Fig. 1: signal metal coverage by tile
The bar under the picture is 20 um long. 21 x 17 tiles, from black (low) to pale yellow (high), scaled to the fullest tile. Values are wire area over tile area, all layers added.
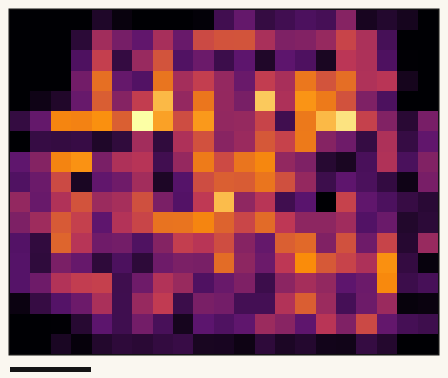
Fig. 2: close-up of the layout
The bar under the picture is 20 um long. Window x 1 to 51, y 0 to 50 um. Cells in grey, sequential cells in the stronger grey; small squares are vias.
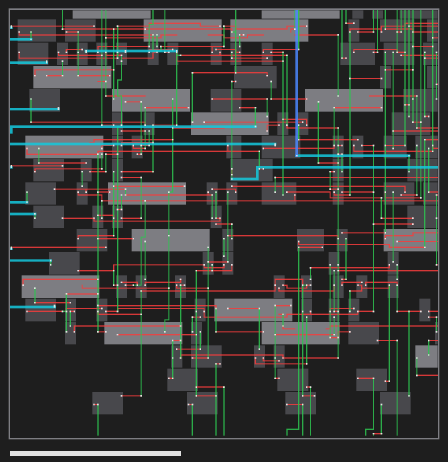
Fig. 3: cells coloured by class
Fill, decap, tap and diode cells in grey.
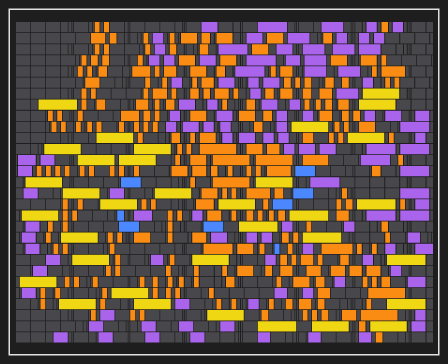
Fig. 4: sequential cells coloured by netlist name
Other sequential cells in the stronger grey, the rest of the logic in the fainter grey.
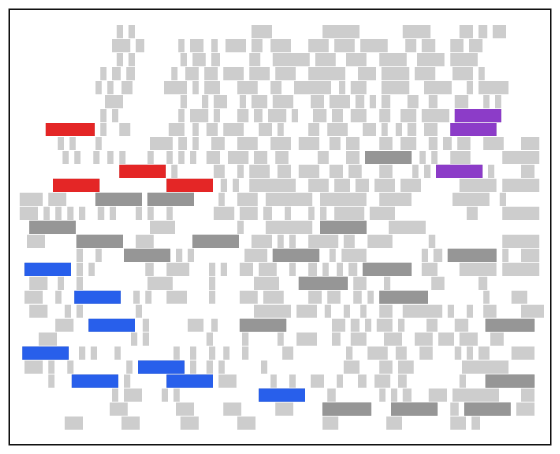
<file path="src/rtl/dp_ram_march_ctrl.sv">
// dp_ram_march_ctrl: March C- self-test sequencer for one dp_ram; optional stop-on-first-mismatch via DP_RAM_MARCH_STOP_ON_FAIL_EN.
module dp_ram_march_ctrl #(
  parameter int ADDR_WIDTH = 4,
  parameter int DATA_WIDTH = 8
) (
  input  logic                  clk,
  input  logic                  rst_n,
  input  logic                  start,
  input  logic                  abort,
  output logic                  busy,
  output logic                  done,
  output logic                  fail,
  output logic [7:0]            err_cnt,
  output logic [ADDR_WIDTH-1:0] fail_addr,
  output logic [2:0]            fail_elem,
  output logic [DATA_WIDTH-1:0] fail_data,
  output logic                  ram_rd_en,
  output logic [ADDR_WIDTH-1:0] ram_rd_addr,
  output logic                  ram_wr_en,
  output logic [ADDR_WIDTH-1:0] ram_wr_addr,
  output logic [DATA_WIDTH-1:0] ram_data_in,
  output logic [DATA_WIDTH-1:0] ram_data_mask_in,
  input  logic [DATA_WIDTH-1:0] ram_data_out
);
  typedef enum logic [2:0] {IDLE, WRITE, READ, CMP, FINISH} state_t;
  localparam logic [ADDR_WIDTH-1:0] LAST = '1;
  state_t state, state_nx;
  logic [2:0] elem, elem_nx;
  logic [ADDR_WIDTH-1:0] addr, addr_nx;
  logic [DATA_WIDTH-1:0] exp_val;
  logic down, last, mism, clr, rec, cmp_wr;
  always_comb begin
    exp_val = {DATA_WIDTH{elem == 3'd2 || elem == 3'd4}};
    down = elem == 3'd3 || elem == 3'd4;
    last = down ? addr == '0 : addr == LAST;
    mism = state == CMP && ram_data_out != exp_val;
    cmp_wr = state == CMP && elem != 3'd5;
    busy = state == WRITE || state == READ || state == CMP;
    done = state == FINISH;
    ram_rd_en = state == READ;
    ram_rd_addr = ram_rd_en ? addr : '0;
    ram_wr_en = state == WRITE || cmp_wr;
    ram_wr_addr = ram_wr_en ? addr : '0;
    ram_data_in = cmp_wr ? ~exp_val : '0;
    ram_data_mask_in = {DATA_WIDTH{ram_wr_en}};
  end
  always_comb begin
    state_nx = state;
    elem_nx = elem;
    addr_nx = addr;
    clr = 1'b0;
    rec = 1'b0;
    if (busy && abort) begin
      state_nx = IDLE;
      elem_nx = '0;
      addr_nx = '0;
      clr = 1'b1;
    end else begin
      case (state)
        IDLE, FINISH: if (start) begin
          state_nx = WRITE;
          elem_nx = '0;
          addr_nx = '0;
          clr = 1'b1;
        end
        WRITE: begin
          addr_nx = addr + 1'b1;
          if (addr == LAST) begin
            state_nx = READ;
            elem_nx = 3'd1;
          end
        end
        READ: state_nx = CMP;
        CMP: begin
          rec = mism;
          state_nx = READ;
          if (!last) addr_nx = down ? addr - 1'b1 : addr + 1'b1;
          else if (elem == 3'd5) state_nx = FINISH;
          else begin
            elem_nx = elem + 3'd1;
            // Elements 3 and 4 walk downward from the top address
            addr_nx = (elem == 3'd2 || elem == 3'd3) ? LAST : '0;
          end
`ifdef DP_RAM_MARCH_STOP_ON_FAIL_EN
          if (mism) state_nx = FINISH;
`endif
        end
        default: state_nx = IDLE;
      endcase
    end
  end
  always_ff @(posedge clk or negedge rst_n) begin
    if (!rst_n) begin
      state <= IDLE;
      elem <= '0;
      addr <= '0;
    end else begin
      state <= state_nx;
      elem <= elem_nx;
      addr <= addr_nx;
    end
  end
  always_ff @(posedge clk or negedge rst_n) begin
    if (!rst_n) begin
      fail <= 1'b0;
      err_cnt <= '0;
      fail_addr <= '0;
      fail_elem <= '0;
      fail_data <= '0;
    end else if (clr) begin
      fail <= 1'b0;
      err_cnt <= '0;
      fail_addr <= '0;
      fail_elem <= '0;
      fail_data <= '0;
    end else if (rec) begin
      fail <= 1'b1;
      err_cnt <= err_cnt + {7'd0, err_cnt != 8'hFF};
      if (!fail) begin
        fail_addr <= addr;
        fail_elem <= elem;
        fail_data <= ram_data_out;
      end
    end
  end
endmodule

</file>
<file path="config.mk">
export PLATFORM = sky130hd
export DESIGN_NAME = dp_ram_march_ctrl
export DESIGN_NICKNAME = d
export VERILOG_FILES = /design/src/rtl/dp_ram_march_ctrl.sv
export SDC_FILE = /design/constraint.sdc
export NUM_CORES = 1
export LEC_CHECK = 0
export ABC_AREA = 1
export CELL_PAD_IN_SITES_DETAIL_PLACEMENT = 1
export CELL_PAD_IN_SITES_GLOBAL_PLACEMENT = 2
export CORE_ASPECT_RATIO = 0.8
export CORE_UTILIZATION = 26
export DETAILED_ROUTE_END_ITERATION = 6
export GPL_ROUTABILITY_DRIVEN = 0
export PLACE_DENSITY_LB_ADDON = 0.1
export SETUP_SLACK_MARGIN = 0.2
export SLEW_MARGIN = 20
export SYNTH_ARGS = -nofsm -noshare
export SYNTH_HDL_FRONTEND = slang
export SYNTH_SLANG_ARGS = --single-unit
</file>
<file path="constraint.sdc">
create_clock -name clk -period 1.9 [get_ports clk]
set_input_delay 0.19 -clock clk [delete_from_list [all_inputs] [get_ports clk]]
set_output_delay 0.19 -clock clk [all_outputs]
set_load 0.05 [all_outputs]
</file>
==> impl_metrics.py <==
# Auto-generated metrics
metrics = {
    "worst_setup_path": {
        "start_kind": "flop",
        "r2r_cells": 13,
        "timing.rr.end": "elem[0]",
        "required_ns": 1.71,
    },
    "pwr": {
        "total_power_mw": 4.70,
        "vdd_drop_max_mv": 0.690,
    },
    "final_layout": {
        "diodes": 0,
    },
    "floorplan": {
        "rows": 29,
        "core_area_um2": 8090,
        "die_h_um": 84.5,
    },
    "cts": {
        "ctsHoldBuffers": 0,
        "htreeDepth": 2,
        "clock_sinks": 34,
        "clk_latency_ns": 0.29,
    },
    "final_timing": {
        "finalHoldViolations": 0,
        "worst_slack_ns": 0.0418,
        "whs_ns": 0.316,
        "worst-slew-pin-transition_ns": 0.532,
    },
    "global_route": {
        "grt_usage": 0.174,
        "first_global_vias": 2373,
        "grt_pass1_wl_um": 12300,
        "antenna_found_initial": 0,
        "grt.overflow.total": 0,
    },
    "run": {
        "drv_cap": 0,
    },
    "route": {
        "via_per_inst": 4.42,
    },
    "status": {
        "outcome": "complete, no violations",
    },
    "yosys": {
        "topCellsByArea": "dfrtp_1, nand2_1, nand3_1, buf_4, ha_1",
    },
}
Notes on Fig. 1 above:
densest ninth of the die: middle
fullest tile: 0.39
tiles over half the peak: 23%
nearly empty tiles: 10%
mean over tiles: 0.13

Notes on Fig. 2 above:
| colour | layer |
|---|---|
| cyan | metal 3 |
| green | metal 2 |
| red | metal 1 |
| blue | metal 4 |
most frequent: nand2_1 (47), clkdlybuf4s50_1 (19), dfrtp_1 (14)
sequential cells in the window: 14
cells with their middle in the window: 105
netlist names of flops here include: `fail_data` (7), `fail_addr` (4), `fail_elem` (2)

Notes on Fig. 3 above:
| colour | class | cells |
|---|---|---|
| blue | clock drivers and dummy loads | 8 |
| yellow | sequential cells | 34 |
| orange | combinational and other logic | 251 |
| purple | remaining buffers and delay cells | 113 |

Notes on Fig. 4 above:
| colour | signal | placed flops |
|---|---|---|
| blue | `fail_data` | 8 |
| red | `addr` | 4 |
| purple | `state` | 3 |
not coloured: 19
Seq area share: 0.222
Flop area: 861 um^2

-- timing repair --
| action | CTS | global route |
|---|---|---|
| pin swaps | 12 | 22 |
| cloned | 1 | 0 |
| buffers inserted | 13 | 13 |
| gates resized | 67 | 39 |
| endpoints found under the setup margin | 55 | 61 |
-- cells by family (layout without fill, tap and decap cells) --
family,after synthesis,after routing,synth area share
AND-OR/OR-AND,19,19,0.0476
buffers and inverters,48,149,0.119
flip-flops,34,34,0.385
XOR/XNOR,8,8,0.0317
AND/OR/NAND/NOR,186,187,0.365
adder cells (fa/ha/maj),9,9,0.0510
-- metal layers --
layer  track usage  up-vias
li1              -     1140
met5             0        -
met4        0.0307        0
met3        0.0373        2
met2         0.279       39
met1         0.244     1092
-- cell type report --
cell class | count | area, um^2 | area share
Tap cell | 108 | 135 | 0.0348
Multi-Input combinational cell | 223 | 1450 | 0.373
Clock inverter | 1 | 5.00 | 0.00129
Timing Repair Buffer | 113 | 1220 | 0.315
Sequential cell | 34 | 861 | 0.222
Inverter | 28 | 123 | 0.0316
Clock buffer | 7 | 86.3 | 0.0222
-- how the worst max path moves through the flow --
stage,end,slack [ns],depth (start not counted)
finish,ram_data_in[3],0.04,7
global route,ram_data_in[3],-0.02,7
CTS,ram_data_mask_in[1],0.02,7
detailed placement,elem[2],0.07,8
global placement,elem[2],0.1,8
floorplan,ram_data_in[1],0.03,6
-- placed cells by master (no fill, tap or decap), drive strengths merged --
master and count:
a211oi 1, a21oi 5, buf 79, clkbuf 7, clkdlybuf4s50 24, clkinv 2
dfrtp 34, dlygate4sd2 6, dlymetal6s2s 4, ha 9, inv 27, nand2 124
nand3 26, nand4 1, nor2 30, nor3 4, nor4 1, o211ai 1
o21ai 11, o22ai 1, or2 1, xnor2 1, xor2 7
-- report_power, final --
part / switching [mW] / internal, mW
Sequential: 0.137 / 0.828
Combinational: 1.96 / 1.20
Clock: 0.277 / 0.293
Total: 2.38 / 2.32
-- flip-flops by register name, indices dropped and copies added, names as in the netlist --
name	flops
err_cnt	8
fail_data	8
addr	4
fail_addr	4
elem	3
fail_elem	3
state	3
fail	1
-- worst register-to-register path, cell delays in order, from the launching register on --
cell and delay [ns]:
dfrtp_1 0.41, buf_6 0.13, inv_6 0.04, ha_4 0.16, nand2_4 0.07, buf_6 0.11, nand2_4 0.06, nand2_4 0.08
nand2_4 0.07, buf_6 0.12, o21ai_4 0.15, nand3_4 0.12, nand2_2 0.11, o21ai_2 0.05
-- per-stage QoR --
stage / setup TNS (ns) / cells
floorplan: 0 / 304
global placement: 0 / 479
detailed placement: 0 / 479
CTS: 0 / 501
global route: -0.224 / 514
finish: 0 / 514
Power is estimated from default activity; no workload was simulated.
